==> config.mk <==
export PLATFORM = sky130hd
export DESIGN_NAME = mem_arbiter_flat
export DESIGN_NICKNAME = d
export VERILOG_FILES = /design/src/rtl/mem_arbiter_if.sv /design/src/rtl/mem_arbiter.sv /design/src/flat_wrapper.sv
export SDC_FILE = /design/constraint.sdc
export NUM_CORES = 1
export LEC_CHECK = 0
export CORE_AREA = 10 10 109 111
export CTS_BUF_LIST = sky130_fd_sc_hd__clkbuf_16
export DETAILED_ROUTE_END_ITERATION = 12
export DIE_AREA = 0 0 119 121
export GPL_TIMING_DRIVEN = 0
export HOLD_SLACK_MARGIN = 0.08
export PLACE_DENSITY = 0.83
export SYNTH_ARGS = -nofsm -noshare
export SYNTH_HDL_FRONTEND = slang
export SYNTH_SLANG_ARGS = --single-unit
export TNS_END_PERCENT = 20
==> constraint.sdc <==
create_clock -name clk -period 3.3 [get_ports clk]
set_clock_uncertainty 0.15 [all_clocks]
set_input_delay 0.33 -clock clk [delete_from_list [all_inputs] [get_ports clk]]
set_output_delay 0.33 -clock clk [all_outputs]
set_load 0.02 [all_outputs]
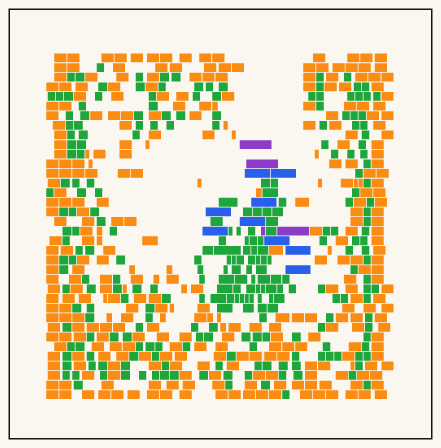
(placement by cell class)
color	class	cells	share of their area
green	combinational and other logic	258	34%
blue	sequential cells	9	3.5%
orange	remaining buffers and delay cells	326	61%
purple	clock drivers and dummy loads	4	1.5%
Row Count: 36
final non-filler cell area: 5285 um^2

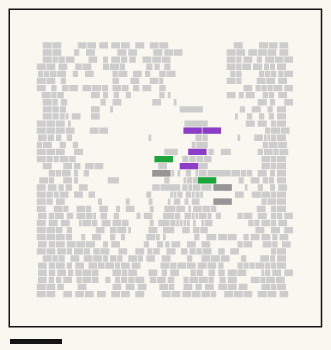
(where the registers sit)
Scale bar: 20 um.
color	name in the netlist	placed flops
green	u_core.state	2
purple	u_core.hold_cnt	4
not colored	3
Final Util: 0.5483
Power Sequential: 0.139 mW

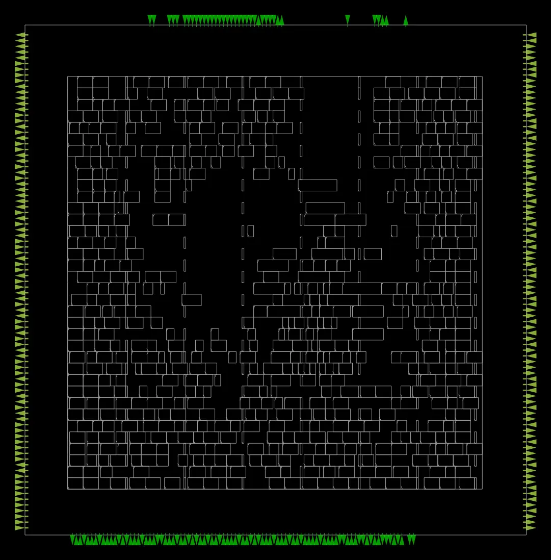
(placement view)
final cell count without fillers: 732
Seq area share: 0.03409
Fillers: 922
# Taps: 133
Core Area: 9639 um^2

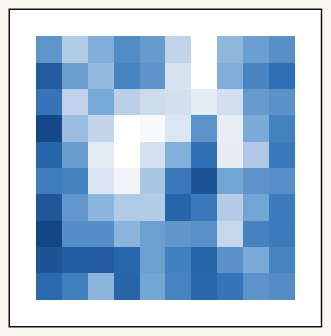
(local utilization)
12 x 12 tiles, from white (low) to dark blue (high), 0 to 100% covered.
mean over tiles	36%
densest ninth of the die	bottom middle
fullest tile	92%
nearly empty tiles	33%
initial core utilization: 0.2147

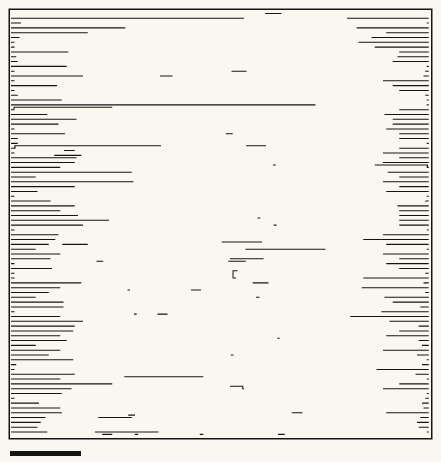
(signal wires on met3)
Scale bar: 20 um.
wire length on this layer	2000 um
nets with wire on the layer	197
share of all routed wire	13%
main direction	horizontal
longest straight run	85.8 um
drt total wl: 15030 um
met3 usage: 0.1075
total number of vias: 3450

==> out/metrics.csv <==
stage;metric;value;unit
global_route;largest net degree at the start of global routing;11;
clock_tree;CTS buffer count;3;
clock_tree;CTS resizes;4;
job;max_cap viols;0;
route;WL/cell;20.53;um
worst_setup_path;Worst Setup End Kind;primary output;
yosys;flops out of synthesis;9;
power;Int Power;0.8471;mW
global_route;initial antenna violation count;2;
yosys;syn_area_per_cell;6.921;um^2
cells_and_area;Sequential Area;180.2;um^2
yosys;yosys synthesis warning count;0;
worst_hold_path;hold crit path type;primary input to register;
route;drt pass-1 iters;4;
cells_and_area;share of cells above drive strength 1;0.03853;
placed_design;dpl cell area;5189;um^2
worst_setup_path;crit path max fanout;10;
timing;PnR worst setup slack;0.1520;ns
placed_design;hpwl dp;13460;um
worst_hold_path;worst hold stages;3;
route;Routed Antenna Nets;0;
timing;RSZ-0062 raised after global routing;no;
yosys;AND-OR/OR-AND Cells, Area Fraction;0.3138;
timing;part of the cycle the worst path needs;0.9539;
power;Pwr per Cell Area;269.4;nW/um^2
timing;Max transition margin;0.6392;
yosys;mux share;0.004837;
route;DR iter-0 viols;94;
worst_setup_path;most numerous cell on the critical path;clkbuf_2;
timing;Setup Viol. Count Final;0;
yosys;# Cells Yosys;299;
clock_tree;Reg clk slew, reported paths;0.04;ns
yosys;part of the Yosys area used for sequential elements;0.08706;
yosys;Synth Instances;299;
power;NetSw;0.5766;mW
cells_and_area;max reg flops;4;
yosys;Syn Nets;472;
floorplan;full die area;14400;um^2
worst_setup_path;critical path arrival;2.67;ns
yosys;yosys adder share;0.03023;
global_route;first-pass GRT wire length;22300;um
clock_tree;CTS root buffer;clkbuf_16;
worst_setup_path;Setup CP Type;register to primary output;
worst_setup_path;Critical Path Max Stage Delay;0.65;ns
floorplan;IO Count;299;
yosys;synthesis area per yosys;2069;um^2
yosys;Dominant Register Cell;dfxtp_1;
yosys;main logic family after synthesis;simple AND/OR/NAND/NOR gates;
power;Clock power frac;0.149;
worst_setup_path;critical path startpoint category;register;
placed_design;PortBufs;295;
global_route;GRT Util Overall;0.1938;
clock_tree;clock sink count;9;
yosys;Post-synth EDFFs;0;
yosys;Async SR Flop Fraction;0;
run_status;outcome;completed;
global_route;vias in the first global route;3816;
power;Leak;1.842;nW
worst_setup_path;critical path depth in cells;7;
timing;final hold violation count;0;
route;DRC violations left;0;
cells_and_area;most numerous logic cells after layout;294 x clkdlybuf4s50_1, 67 x nor2b_1, 64 x a22oi_1, 64 x and2_1, 16 x clkbuf_1;
placed_design;routability cong.;0.9059;
global_route;gr ovfl total;0;
floorplan;DIE WIDTH;119;um
timing;max-slew violation total from the final report;0;
floorplan;die y size;121;um
cells_and_area;Commonest Layout Cell;clkdlybuf4s50_1;
clock_tree;# Post-CTS Setup Buffers;0;
power;Worst VDD drop;0.1505;mV
clock_tree;H-tree Lvls;1;
worst_setup_path;slowest library cell on the worst path;clkdlybuf4s50_1;
worst_setup_path;ordered cell list for the critical path;inv_1 > ha_1 > clkbuf_2 > clkbuf_2 > a22oi_1 > nor2b_1 > clkdlybuf4s50_1;
power;Tot Pwr;1.424;mW
route;vias per cell;4.713;
cells_and_area;final net count;771;
timing;Slew @ Worst Pin;0.5412;ns
worst_setup_path;CP Data Required Time;2.82;ns
timing;Final min period;3.148;ns
worst_setup_path;Buf/Inv on CP;4;
yosys;XOR Share, Synth;0.008464;
timing;Max Fclk;0.3177;GHz
cells_and_area;area grow syn2layout;155.4;%
yosys;Basic Gates by Area;0.4807;
worst_setup_path;Top Family by Delay on Critical Path;buffers and inverters;
job;Tool Warnings;29;
worst_setup_path;R2R cell count;8;
yosys;Mapped Area;2069;um^2
timing;final hold slack;0.3031;ns
clock_tree;Hold-fix buffers, CTS;0;
clock_tree;Max clock buf depth;2;
power;Net Sw Frac;0.4050;
worst_setup_path;R2R Setup Slk;1.16;ns
power;Flop pwr share;0.098;
clock_tree;CTS tree;done;
yosys;distinct lib cells;35;
cells_and_area;Comb gate area;1734;um^2
placed_design;DP Worst Slack;-0.06704;ns
power;Comb power frac;0.753;
clock_tree;Latency at later pin;0.23;ns
cell type report:
type,instances,share of cell area
clock buffers,3,0.01420
well taps,133,0.03149
clock inverters,1,0.0007102
repair buffers,295,0.5592
flip-flops and latches,9,0.03409
plain buffers,31,0.02912
multi-input cells,255,0.3281
diodes,2,0.0009470
inverters,3,0.002131
kinds of logic after synthesis:
logic type      after synthesis
flops                         9
mux                           1
compound gates               84
simple gates                163
fa+ha+maj                     5
xor+xnor                      2
buf+inv                      35
tightest hold or removal path: cells and delay by family:
kind / cells / cell delay, ns
buffers and inverters: 1 / 0.11
AND-OR/OR-AND: 1 / 0.12
AND/OR/NAND/NOR: 1 / 0.07
power by group through the flow:
stage / Combinational (mW) / Sequential [mW] / Clock (mW)
2_1_floorplan: 0.528 / 0.139 / 0
3_3_place_gp: 1.06 / 0.141 / 0
3_5_place_dp: 1.08 / 0.141 / 0
4_1_cts: 1.08 / 0.140 / 0.214
5_1_grt: 1.15 / 0.142 / 0.219
6_report: 1.07 / 0.139 / 0.212
routing by layer:
metal	part of all wire	GRT usage	vias up
met5	0	0	-
met4	0.027	0.07405	0
met3	0.13	0.1075	22
met2	0.51	0.3544	225
met1	0.33	0.1759	1545
li1	-	-	1658
synth_stat cells (3+ instances only):
| cell | count | area [um^2] |
|---|---|---|
| and2_1 | 64 | 400.4 |
| ha_1 | 5 | 62.56 |
| buf_6 | 3 | 33.78 |
| inv_1 | 3 | 11.26 |
| dfxtp_1 | 9 | 180.2 |
| a21oi_1 | 3 | 15.01 |
| nor2b_1 | 67 | 419.2 |
| clkbuf_1 | 21 | 78.83 |
| nand2b_1 | 3 | 18.77 |
| a211o_1 | 3 | 26.28 |
| nand3_1 | 3 | 15.01 |
| nor2_1 | 5 | 18.77 |
| buf_1 | 7 | 26.28 |
| nand4_1 | 3 | 18.77 |
| a22oi_1 | 64 | 480.5 |
| a211oi_1 | 4 | 30.03 |
| nand2_1 | 9 | 33.78 |
stage by stage:
stage	std cells	util	TNS, ns
after floorplan	299	-	0
after global placement	727	0.5383	0
after detailed placement	727	0.5383	-0.06704
after CTS	731	0.5470	0
after global routing	732	0.5483	0
final	732	0.5483	0
Power figures rest on the tool's default switching activity, not on a simulated workload.
